**src/rtl/flag_cond_unit.sv**
```systemverilog
// flag_cond_unit: architectural Z/V/N flag register and registered branch-condition evaluator
module flag_cond_unit (
    input  logic        clk,
    input  logic        rst,
    input  logic        alu_vld,
    input  logic [3:0]  opcode,
    input  logic [15:0] alu_out,
    input  logic        ovfl,
    input  logic        stall,
    input  logic        br_vld,
    input  logic [2:0]  ccc,
    output logic        Z,
    output logic        V,
    output logic        N,
    output logic        take,
    output logic        take_vld
);
    logic       upd_all;
    logic       upd_z;
    logic [7:0] cond;
    logic       decision;
    always_comb begin
        upd_all  = alu_vld && !stall && (opcode == 4'b0000 || opcode == 4'b0001);
        upd_z    = upd_all || (alu_vld && !stall &&
                   (opcode == 4'b0010 || opcode == 4'b0100 || opcode == 4'b0101 || opcode == 4'b0110));
        // indexed by ccc; decisions use the registered flags, so a same-cycle write is not seen
        cond     = {1'b1, V, N | Z, Z | ~N, N, ~Z & ~N, Z, ~Z};
        decision = cond[ccc];
    end
    always_ff @(posedge clk or posedge rst) begin
        if (rst) begin
            Z        <= 1'b0;
            V        <= 1'b0;
            N        <= 1'b0;
            take     <= 1'b0;
            take_vld <= 1'b0;
        end else begin
            if (upd_z) Z <= (alu_out == 16'h0000);
            if (upd_all) begin
                N <= alu_out[15];
                V <= ovfl;
            end
            if (!stall) begin
                take_vld <= br_vld;
                if (br_vld) take <= decision;
            end
        end
    end
endmodule
```
**config.mk**
```make
export PLATFORM = sky130hd
export DESIGN_NAME = flag_cond_unit
export DESIGN_NICKNAME = d
export VERILOG_FILES = /design/src/rtl/flag_cond_unit.sv
export SDC_FILE = /design/constraint.sdc
export NUM_CORES = 1
export LEC_CHECK = 0
export CAP_MARGIN = 20
export CORE_AREA = 2 2 39 41
export DETAILED_ROUTE_END_ITERATION = 8
export DIE_AREA = 0 0 41 43
export DONT_BUFFER_PORTS = 1
export HOLD_SLACK_MARGIN = 0.05
export SLEW_MARGIN = 5
export SYNTH_ARGS = -nofsm -noshare
export SYNTH_HDL_FRONTEND = slang
export SYNTH_SLANG_ARGS = --single-unit
```
**constraint.sdc**
```tcl
create_clock -name clk -period 2.63 [get_ports clk]
set_input_delay 0.526 -clock clk [delete_from_list [all_inputs] [get_ports clk]]
set_output_delay 0.526 -clock clk [all_outputs]
set_load 0.01 [all_outputs]
```
==> impl_metrics.yaml <==
# physical design summary
setup_path:
  path_max_fanout: 4
  startpoint: "stall"
  required_ns: 2.75
  start_kind: "primary input"
  timing.critical_path.buf_inv: 0
  cp_top_family: "simple AND/OR/NAND/NOR gates"
  crit_arrival_ns: 1.56
  cpPeakStageDelay_ns: 0.38
  regToRegSetupSlack_ns: 1.45
  reg2reg_depth: 3
  crit_path_top_delay_cell: "or3b_1"
  r2r-end: "take"
  endpoint_kind: "flop"
  critical_path_class: "primary input to flop"
  cp-endpoint: "N"
  critical_path_depth: 3
  crit_chain: "or3b_1 > or3_4 > mux2_4"
clock_tree:
  cts_max_path_buffers: 2
  post-cts-setup-buffer-count: 0
  cts_tree: "yes"
  cts_buffers: 3
  clock-sinks: 5
  root_buffer: "clkbuf_4"
  hold_buffers: 0
  clk_pin_slew_ns: 0.05
  cts_resized: 0
routing:
  met3_length_um: 116
  wl_met2_um: 383
  vias_per_cell: 5.29
  wl_met1_um: 242
  drt_iter0_drc: 5
  drt_pass1_iterations: 3
  drtAntennaViolNets: 0
  top_layer_used: "met3"
  wl_per_cell_um: 14.5
  drc: 0
timing:
  post-route-period-util_pct: 54.5
  setup_viol: 0
  slew_headroom_pct: 82.5
  drv_slew: 0
  rsz0062_at_grt: "false"
  fin_setup_tns_ns: 0
  worst_slew_pin_slew_ns: 0.260
  worst_slack_ns: 1.20
  fin_crit_ns: 1.43
  holdWs_ns: 0.0675
  report.final.hold_viol_count: 0
  fmax_mhz: 698
yosys:
  synth_cell_types: 18
  top_cell_area_share_pct: 40.0
  netlist_area_um2: 313
  fp_nets: 60
  syn_inst: 31
  ys_sh_mux_pct: 16.4
  area_leaders: "dfrtp_1 40%, mux2_4 9.6%, nor4_1 8.0%, mux2_1 3.6%, nand2_1 3.6%"
  synthTopLogicFamily: "simple AND/OR/NAND/NOR gates"
  synth-compound-area-share_pct: 11.6
  synth-edff-count: 0
  synth_seq_share_pct: 40.0
  synthArstFlopShare_pct: 100
  yosys-stat-cells: 31
  synth-seq-cells: 5
  yosysWarnings: 0
  ys_area_um2: 313
  xor_share_pct: 2.80
  syn_avg_cell_area_um2: 10.1
  top_area_cell: "dfrtp_1"
  synthTopCellsByCount: "5 x dfrtp_1, 4 x nor4_1, 3 x nand2_1"
  synthFlopType: "dfrtp_1"
  yosys.area_share.simple_pct: 26.8
power_and_ir_drop:
  p_leak_nw: 0.149
  seq_power_share_pct: 47.6
  p_comb_w: 0.0000309
  p_total_w: 0.000226
  p_per_area_mw_per_mm2: 630
  ir_drop_mv: 0.307
  sw_frac_of_total_pct: 26.4
  p_comb_share_pct: 13.7
  powerSeq_w: 0.000108
  p_switching_w: 0.0000598
  p_int_w: 0.000166
  power_leader: "registers"
outcome:
  outcome: "finished clean"
final_layout:
  logic_gates: 24
  finalNonFillerCells: 51
  insertedDiodeCount: 0
  fin_util_pct: 25.9
  flops: 5
  comb_share_pct: 50.2
  nClkBuffers: 4
  clock_cell_area_share_pct: 7.32
  drive_gt1_share_pct: 17.1
  signal_buffers: 0
  mi_logic_area_um2: 180
  inverters: 2
  layout.nets: 65
  mostFrequentLayoutCells: "5 x dfrtp_1, 4 x nor4_1, 3 x nand2_1, 3 x clkbuf_4"
  area_growth_pct: 14.8
  seq_share_pct: 34.8
  dominant-cell-class: "combinational gates"
  fin_area_um2: 359
  regArea_um2: 125
  layout_top_cell: "dfrtp_1"
grt:
  grt_overflow_total: 0
  grt_max_degree: 6
  top_usage_layer: "met2"
  grt_pass1_wl_um: 1100
  grt_pass1_vias: 273
floorplan:
  die_x_um: 41
  core-area_mm2: 0.00138
  die_area_mm2: 0.00176
  rows: 14
  dieHeight_um: 43
  ioPinCount: 34
  nWellTaps: 16
place:
  dp_hpwl_um: 664
  gp_congestion: 0.645
  io_buffers: 0
  dp_slack_ns: 0.941
  post-place-cells: 47
  placed_cell_area_um2: 333
job:
  warning_count: 26
  drv_cap: 0
hold_path:
  hp-class: "primary input to asynchronous set/reset pin"
Figure 1. Met1 routing.
(12 px per um) Supply wires on this layer in grey.
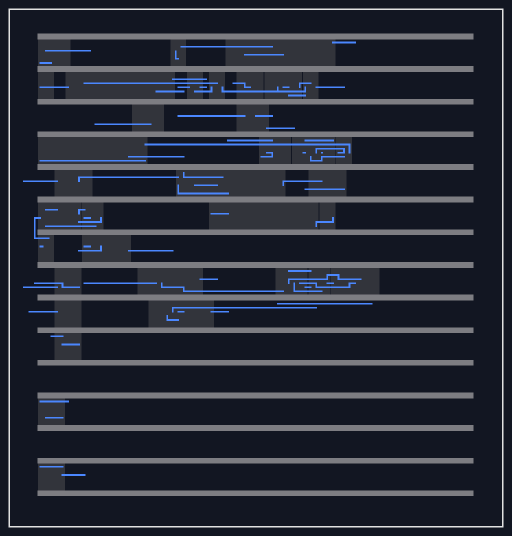
main direction	horizontal
nets with wire on the layer	48
longest straight run	17.0 um
share of all routed wire	33%
routing usage on met1: 10.9%
WL final: 742 um
vias: 270

Figure 2. Met2 routing.
(12 px per um)
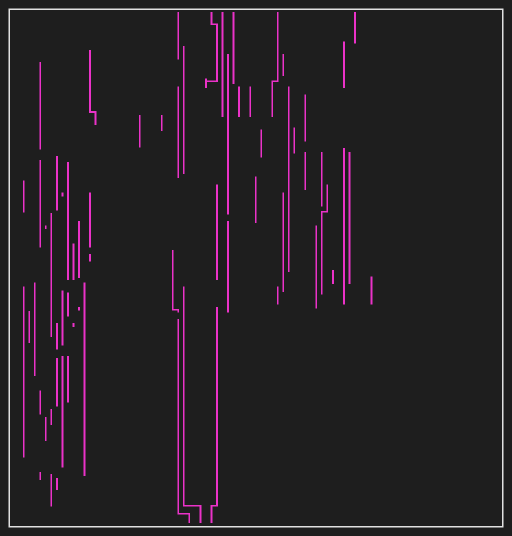
main direction	vertical
longest straight run	18.2 um
share of all routed wire	52%
nets with wire on the layer	55
wire length on this layer	383 um
grt met2 use: 15.3%

Figure 3. M3 wires.
(12 px per um)
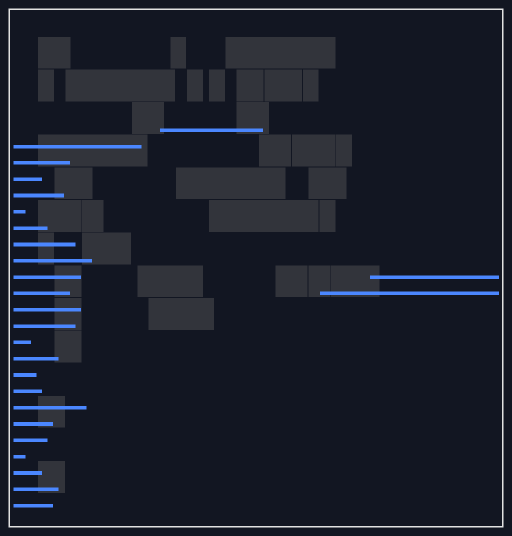
nets with wire on the layer	26
wire length on this layer	117 um
main direction	horizontal
met3 Use GR: 6.81%

Figure 4. Clock network drawn from the DEF.
(6 px per um)
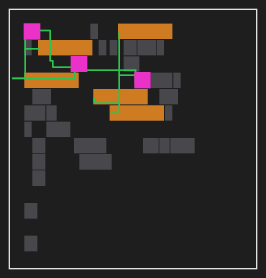
[green] clock wires | length: 74.7 um
[orange] flip-flops | count: 5
[magenta] cells driving clock nets | count: 3
routed clock nets	4
skew final: 0.00555 ns
Worst-Skew Late Latency: 0.24 ns
clock network power share: 38.7%
clk pwr: 0.0000875 W

Power and IR drop assume default switching activity.
